Design mem_arbiter, sky130hd; sources not shown.
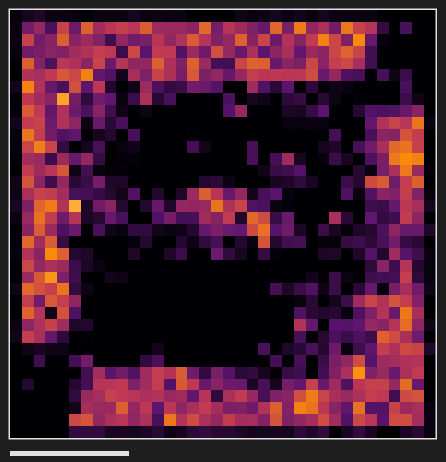
util_map.png
The bar under the picture is 100 µm long. 36 x 36 tiles, from black (low) to pale yellow (high), 0 to 100% covered.
fullest tile	83%
tiles over 75% full	0.30%
densest ninth of the die	lower right
emptiest ninth of the die	center
mean over tiles	20%
nearly empty tiles	34%
fin util: 0.2388
Floorplan Utilization: 0.04699
total core area: 117,000 µm²

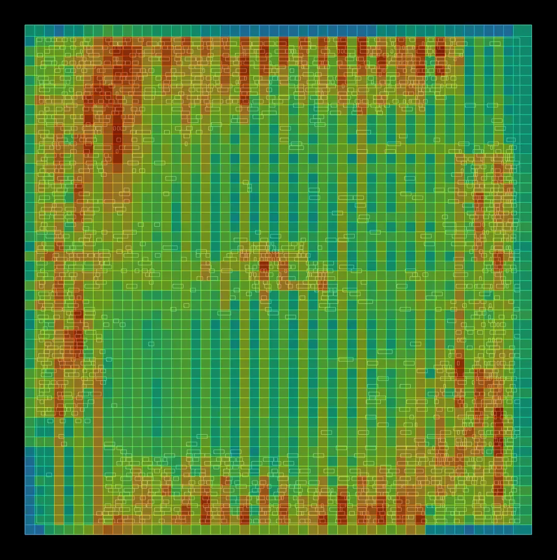
congestion_map.png
met3 Usage GRT: 0.05101
met1 Use GR: 0.1884
GR Util met2: 0.2658
gr usage total: 0.1515

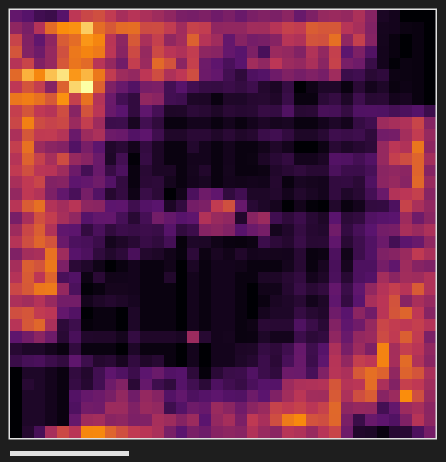
route_heat.png
The bar under the picture is 100 µm long. 36 x 36 tiles, from black (low) to pale yellow (high), scaled to the fullest tile. Values are wire area over tile area, all layers added.
nearly empty tiles	3.8%
tiles over half the peak	15%
emptiest ninth of the die	center
fullest tile	0.50
mean over tiles	0.13
densest ninth of the die	upper left
WL/cell: 30.55 µm
via count: 11.79k
final WL: 109,000 µm

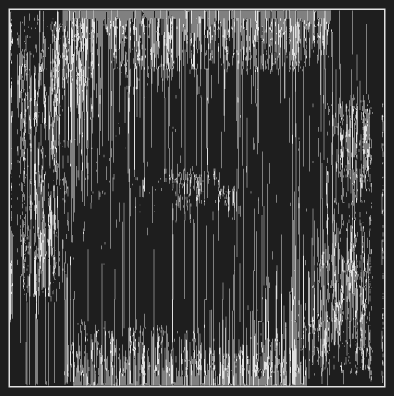
m2.png
longest straight run	238 µm
nets with wire on the layer	2,257
wire length on this layer	54.1 mm
share of all routed wire	50%

==> flow_summary.json <==
{
  "final-clk-cell-share": 0.002821,
  "slowest_delay_ns": 0.36,
  "postCtsSetupRepairBufs": 28,
  "hold_path.class": "primary input to asynchronous set/reset pin",
  "die_w_um": 358,
  "fp-row-count": 126,
  "drt_first_iter_violations": 467,
  "drive_above_1_share": 0.6167,
  "post-route-min-period_ns": 2.123,
  "final.period_utilization": 1.335,
  "p_per_area_nw_per_um2": 1661,
  "tightest_slew_ns": 0.5850,
  "p_sw_uw": 24880,
  "hold_ws_ns": 0.2569,
  "combGateArea_um2": 7782,
  "buffers": 1171,
  "yosysTopAreaCell": "and3_1",
  "muxShareOfSynthArea": 0,
  "cts_tree": "done",
  "run_status": "finished with violations",
  "simple_gate_area_frac": 0.5625,
  "pg_clk_uw": 451,
  "syn2layout_area_growth_pct": 408.3,
  "ys_cells": 962,
  "wl_met2_um": 54090,
  "top_cell_area_share": 0.2959,
  "drc": 0,
  "synthArstFlopShare": 1.000,
  "cts_root_buffer": "clkbuf_16",
  "n_antenna_cell": 10,
  "rsz0062_at_grt": "true",
  "viasPerCell": 3.304,
  "io_pins": 922,
  "top_power_group": "combinational logic",
  "power_frac_comb": 0.981,
  "comb_area_frac": 0.2786,
  "setup_ws_ns": -0.5331,
  "setup_viol": 444,
  "design_area_um2": 27940,
  "grt_start_max_net_pins": 54,
  "area_leaders": "and3_1 30%, nand2_1 24%, a21oi_2 22%",
  "cts_hold_buffers": 0,
  "cp-end-kind": "primary output",
  "fillerInstances": 12512,
  "seq_share": 0.008151,
  "first_global_vias": 12488,
  "logic_family": "simple AND/OR/NAND/NOR gates",
  "ys_sh_adder": 0.002276,
  "gr-max-usage-layer": "met2",
  "clockPowerShare": 0.010,
  "yosys.area_share.xor_xnor": 0,
  "tool_warnings": 29,
  "flop_cell": "dfrtp_1",
  "common_cells": "351 x nand2_1, 260 x and3_1, 139 x a21oi_2",
  "layout.clock_buffers": 4,
  "p_leak_uw": 0.01061,
  "numCtsBuffers": 3,
  "required_ns": 1.43,
  "ys.flops": 9,
  "netlist_instances": 962,
  "antenna_found_initial": 43,
  "dp_cells": 3437,
  "max_freq_mhz": 471.0,
  "portBuffers": 921,
  "crit_chain": "and2b_2 -> nand2_2 -> or2_4 -> buf_12 -> buf_16 -> a21oi_4 -> buf_12",
  "clk_pin_slew_ns": 0.04,
  "layout_top_cells": "500 x buf_12, 482 x clkdlybuf4s50_1, 249 x nand2_1",
  "die_area_um2": 128900,
  "violations": "setup timing",
  "start_kind": "register",
  "path_class": "register to primary output",
  "vdd_drop_max_mv": 0.6003,
  "route.top_layer_used": "met5",
  "hold_violations": 0,
  "ys_area_um2": 5497
}
